==> images/layer_met4.png <==
The bar under the picture is 100 um long. Supply wires on this layer in grey.
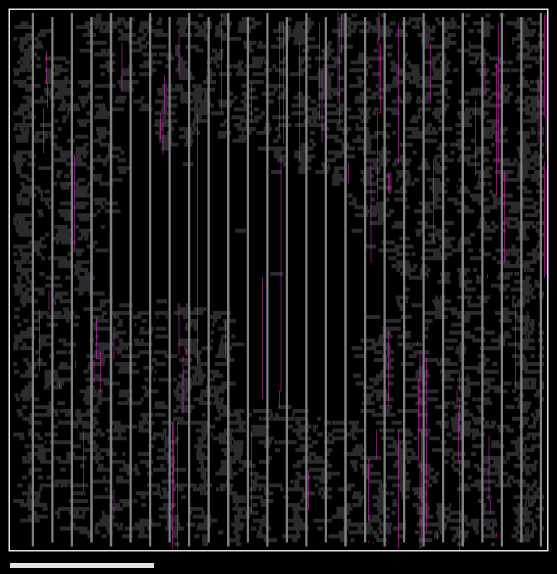
==> images/congestion.png <==
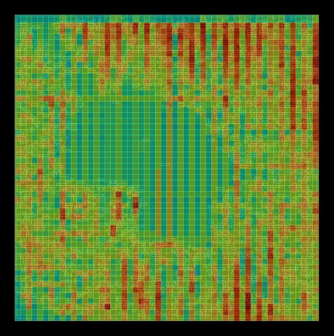
==> images/cell_density.png <==
The die is cut into 37 by 38 equal tiles; white is low, dark blue is high, 0 to 100% covered.
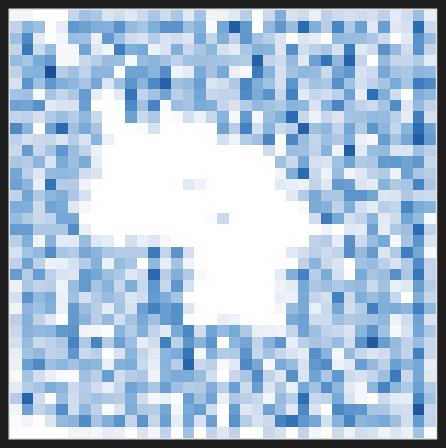
==> images/placement_by_type.png <==
The bar under the picture is 100 um long. Fill, decap, tap and diode cells in grey.
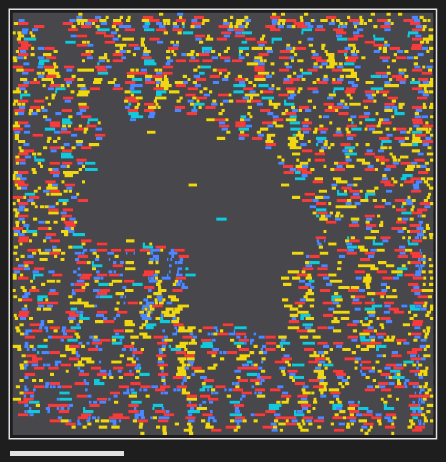
==> images/layer_met1.png <==
Supply wires on this layer in grey.
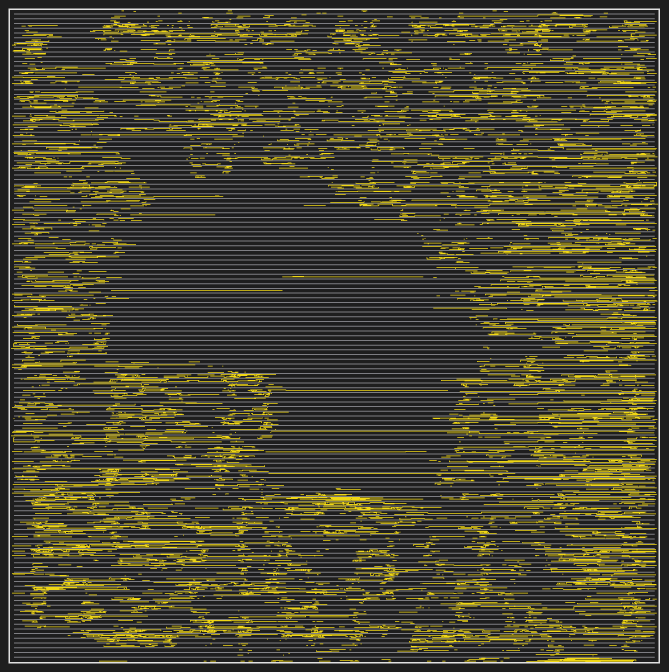
### src/rtl/conv_enc_sched_pkg.sv
// conv_enc_sched_pkg: shared constants and FSM state type for the encoder frame scheduler.
package conv_enc_sched_pkg;
    localparam int FRAME_LEN_DEF         = 128;
    localparam int ENC_W                 = 384;
    localparam int MAX_CODE_RATE         = 3;
    localparam int MAX_CONSTRAINT_LENGTH = 7;
    localparam int POLY_W                = MAX_CODE_RATE * MAX_CONSTRAINT_LENGTH;

    typedef enum logic [2:0] {IDLE, CLEAR, FEED, WAIT, OUT} state_t;
endpackage

### src/rtl/conv_enc_shreg.sv
// conv_enc_shreg: loadable MSB-first shift register with a saturating bit counter and last flag.
module conv_enc_shreg #(
    parameter int W = 128
) (
    input  logic         clk,
    input  logic         rst,
    input  logic         load,
    input  logic         shift,
    input  logic [W-1:0] load_data,
    output logic         msb,
    output logic         last
);
    localparam int CW = $clog2(W) + 1;

    logic [W-1:0]  data;
    logic [CW-1:0] count;

    always_ff @(posedge clk or negedge rst) begin
        if (!rst) begin
            data  <= '0;
            count <= '0;
        end else if (load) begin
            data  <= load_data;
            count <= '0;
        end else if (shift) begin
            data  <= {data[W-2:0], 1'b0};
            count <= (count == CW'(W)) ? count : count + CW'(1);
        end
    end

    assign msb  = data[W-1];
    assign last = count == CW'(W - 1);
endmodule

### src/rtl/conv_enc_sched.sv
// conv_enc_sched: accepts a frame, clears and feeds an external convolutional encoder, returns its result.
// Define TIMEOUT_EN to bound the wait for encoder done to DONE_TIMEOUT cycles.
module conv_enc_sched
    import conv_enc_sched_pkg::*;
#(
    parameter int FRAME_LEN    = FRAME_LEN_DEF,
    parameter int DONE_TIMEOUT = 16
) (
    input  logic                 clk,
    input  logic                 rst,
    input  logic                 i_req_valid,
    input  logic [FRAME_LEN-1:0] i_req_data,
    input  logic                 i_req_rate,
    input  logic [POLY_W-1:0]    i_req_poly,
    output logic                 o_req_ready,
    output logic                 o_enc_rst,
    output logic                 o_en_ce,
    output logic                 o_tx_data,
    output logic [POLY_W-1:0]    o_gen_poly,
    output logic                 o_code_rate,
    input  logic [ENC_W-1:0]     i_encoder_data,
    input  logic                 i_encoder_done,
    output logic                 o_out_valid,
    output logic [ENC_W-1:0]     o_out_data,
    output logic                 o_out_error,
    input  logic                 i_out_ready
);
    state_t state, state_nx;
    logic   accept, last, msb, timeout;

    assign accept      = i_req_valid && state == IDLE;
    assign o_req_ready = state == IDLE;
    assign o_en_ce     = state == FEED;
    assign o_tx_data   = o_en_ce && msb;
    assign o_out_valid = state == OUT;

    conv_enc_shreg #(.W(FRAME_LEN)) u_shreg (
        .clk       (clk),
        .rst       (rst),
        .load      (accept),
        .shift     (o_en_ce),
        .load_data (i_req_data),
        .msb       (msb),
        .last      (last)
    );

    always_comb begin
        state_nx = state;
        case (state)
            IDLE:    state_nx = accept ? CLEAR : IDLE;
            CLEAR:   state_nx = FEED;
            FEED:    state_nx = last ? WAIT : FEED;
            WAIT:    state_nx = (i_encoder_done || timeout) ? OUT : WAIT;
            OUT:     state_nx = i_out_ready ? IDLE : OUT;
            default: state_nx = IDLE;
        endcase
    end

    // Encoder clear is registered from the next state so it is low exactly during CLEAR and in reset.
    always_ff @(posedge clk or negedge rst) begin
        if (!rst) begin
            state       <= IDLE;
            o_enc_rst   <= 1'b0;
            o_gen_poly  <= '0;
            o_code_rate <= 1'b0;
            o_out_data  <= '0;
        end else begin
            state     <= state_nx;
            o_enc_rst <= state_nx != CLEAR;
            if (accept) begin
                o_gen_poly  <= i_req_poly;
                o_code_rate <= i_req_rate;
            end
            if (state == WAIT && state_nx == OUT)
                o_out_data <= i_encoder_done ? i_encoder_data : '0;
        end
    end

`ifdef TIMEOUT_EN
    localparam int TW = $clog2(DONE_TIMEOUT + 1);

    logic [TW-1:0] wait_cnt;

    assign timeout = wait_cnt == TW'(DONE_TIMEOUT - 1);

    always_ff @(posedge clk or negedge rst) begin
        if (!rst) begin
            wait_cnt    <= '0;
            o_out_error <= 1'b0;
        end else begin
            wait_cnt <= (state == WAIT) ? wait_cnt + TW'(1) : '0;
            if (state == WAIT && state_nx == OUT)
                o_out_error <= !i_encoder_done;
        end
    end
`else
    localparam int unused_done_timeout = DONE_TIMEOUT;

    assign timeout     = 1'b0;
    assign o_out_error = 1'b0;
`endif
endmodule
### config.mk
export PLATFORM = sky130hd
export DESIGN_NAME = conv_enc_sched
export DESIGN_NICKNAME = d
export VERILOG_FILES = /design/src/rtl/conv_enc_sched_pkg.sv /design/src/rtl/conv_enc_shreg.sv /design/src/rtl/conv_enc_sched.sv
export SDC_FILE = /design/constraint.sdc
export NUM_CORES = 1
export LEC_CHECK = 0
export CAP_MARGIN = 5
export CORE_AREA = 2 2 371 373
export CTS_CLUSTER_DIAMETER = 50
export DETAILED_ROUTE_END_ITERATION = 16
export DIE_AREA = 0 0 373 375
export PLACE_DENSITY_LB_ADDON = 0.05
export SYNTH_ARGS = -nofsm -noshare
export SYNTH_HDL_FRONTEND = slang
export SYNTH_SLANG_ARGS = --single-unit
### constraint.sdc
create_clock -name clk -period 1.7 [get_ports clk]
set_clock_uncertainty 0.05 [all_clocks]
set_input_delay 0.34 -clock clk [delete_from_list [all_inputs] [get_ports clk]]
set_output_delay 0.34 -clock clk [all_outputs]
set_load 0.05 [all_outputs]
==> qor.txt <==
Status = complete, but fails checks
Failing checks = negative setup slack
Met2 Use GR = 25.21%
Pint = 58440 uW
DR vias = 17202
Setup ws final = -0.5657 ns
Pre-CTS WS = -0.5290 ns
Hold WS = 0.1039 ns
Fin area = 41730 sq um
AO/OA Area Share = 6.494%
Buf+Inv Stages, Crit Path = 2
Psw = 42130 uW
Post-route insts no fill = 4497
Logic gate share of total power = 53.4%
Final Hold Violation Tally = 0
Fmax = 441.4 MHz
DRC = 0
FP Util = 15.52%
Reg-to-Reg End = o_out_data[21]
Seq/Total Area, Yosys = 64.58%
Vias per cell = 3.825
Sequential share of power = 23.2%
Cycle use final = 133.3%
Routability congestion estimate = 0.8063
Final setup fails = 547
Post-synthesis average cell area = 15.02 sq um
Measured slew at the worst slew-check pin = 0.5427 ns
Top-count cell post-synth = dfrtp_1
Dominant cell area share = 64.58%
Critical path endpoint category = output pin
Clock Path Buffers = 3
Pwr Density = 2410 nW/um^2
Cts hold-fix bufs = 1
Clock group = 23500 uW
I/O pins = 951
Worst Path Required = 1.31 ns
Most instantiated logic cells after routing = dfrtp_1 (545), clkdlybuf4s50_1 (537), buf_4 (397)
Vias in the first global route = 18603
Critical Path Stages = 4
CP startpoint kind = flop
Worst R2R Setup Slack = -0.45 ns
Largest cells by area = dfrtp_1 (65%), mux2_2 (20%), a221o_1 (6.0%)
Yosys chip area = 21160 sq um
Mapped Cells = 1409
Setup TNS Final = -161.89 ns
Area fraction in and, or, nand and nor cells = 5.955%
Seq group = 23400 uW
WS Path Type = reg -> out
Peak supply drop = 1.040 mV
Floorplan net count = 1950
CTS Root Cell = clkbuf_16
Slowest cell on crit path = or3b_4
Synth Flop Type = dfrtp_1
Post-DP Area = 33260 sq um
Total CTS buffers = 111
Wl on met1 = 41380 um
Worst Path Arrival = 1.88 ns
Combinational power = 53700 uW
First-pass detailed-route iteration total = 5
Antenna violations before repair = 44
Back to the opening pictures, layer_met4.png:
longest straight run	173 um
nets with wire on the layer	61
share of all routed wire	3.6%

Back to the opening pictures, congestion.png:
M3 GR Usage: 7.049%
met1 GRT Util: 15.32%
WL per Instance: 24.70 um
post-layout util: 30.61%
Total GRT Usage: 14.62%

Back to the opening pictures, cell_density.png:
fullest tile	88%
emptiest ninth of the die	middle
tiles over 75% full	1.4%
mean over tiles	28%

Back to the opening pictures, placement_by_type.png:
class	colour	cells	share of their area
sequential cells	red	546	35%
combinational and other logic	blue	769	22%
clock drivers and dummy loads	cyan	209	10%
remaining buffers and delay cells	yellow	1162	33%

Back to the opening pictures, layer_met1.png:
longest straight run	142 um
wire length on this layer	41.4 mm
nets with wire on the layer	2861
main direction	horizontal
share of all routed wire	37%

## flip-flops by register name, indices dropped and copies added (netlist names)
| name | flops |
|---|---|
| o_out_data | 384 |
| u_shreg.data | 128 |
| o_gen_poly | 21 |
| u_shreg.count | 8 |
| state | 3 |
| o_code_rate | 1 |
| o_enc_rst | 1 |
## cell type report
class                           count  area, sq um  share of cell area (%)
Clock buffer                      146         3099                   7.427
Timing Repair Buffer             1162        13030                   31.22
Clock inverter                     63        910.9                   2.183
Multi-Input combinational cell    763         8708                   20.87
Sequential cell                   546        13660                   32.75
Antenna cell                       17        42.54                  0.1019
Inverter                            6        30.03                 0.07196
Tap cell                         1794         2245                   5.379
No activity file was given, so power comes from the tool's default toggle rates.
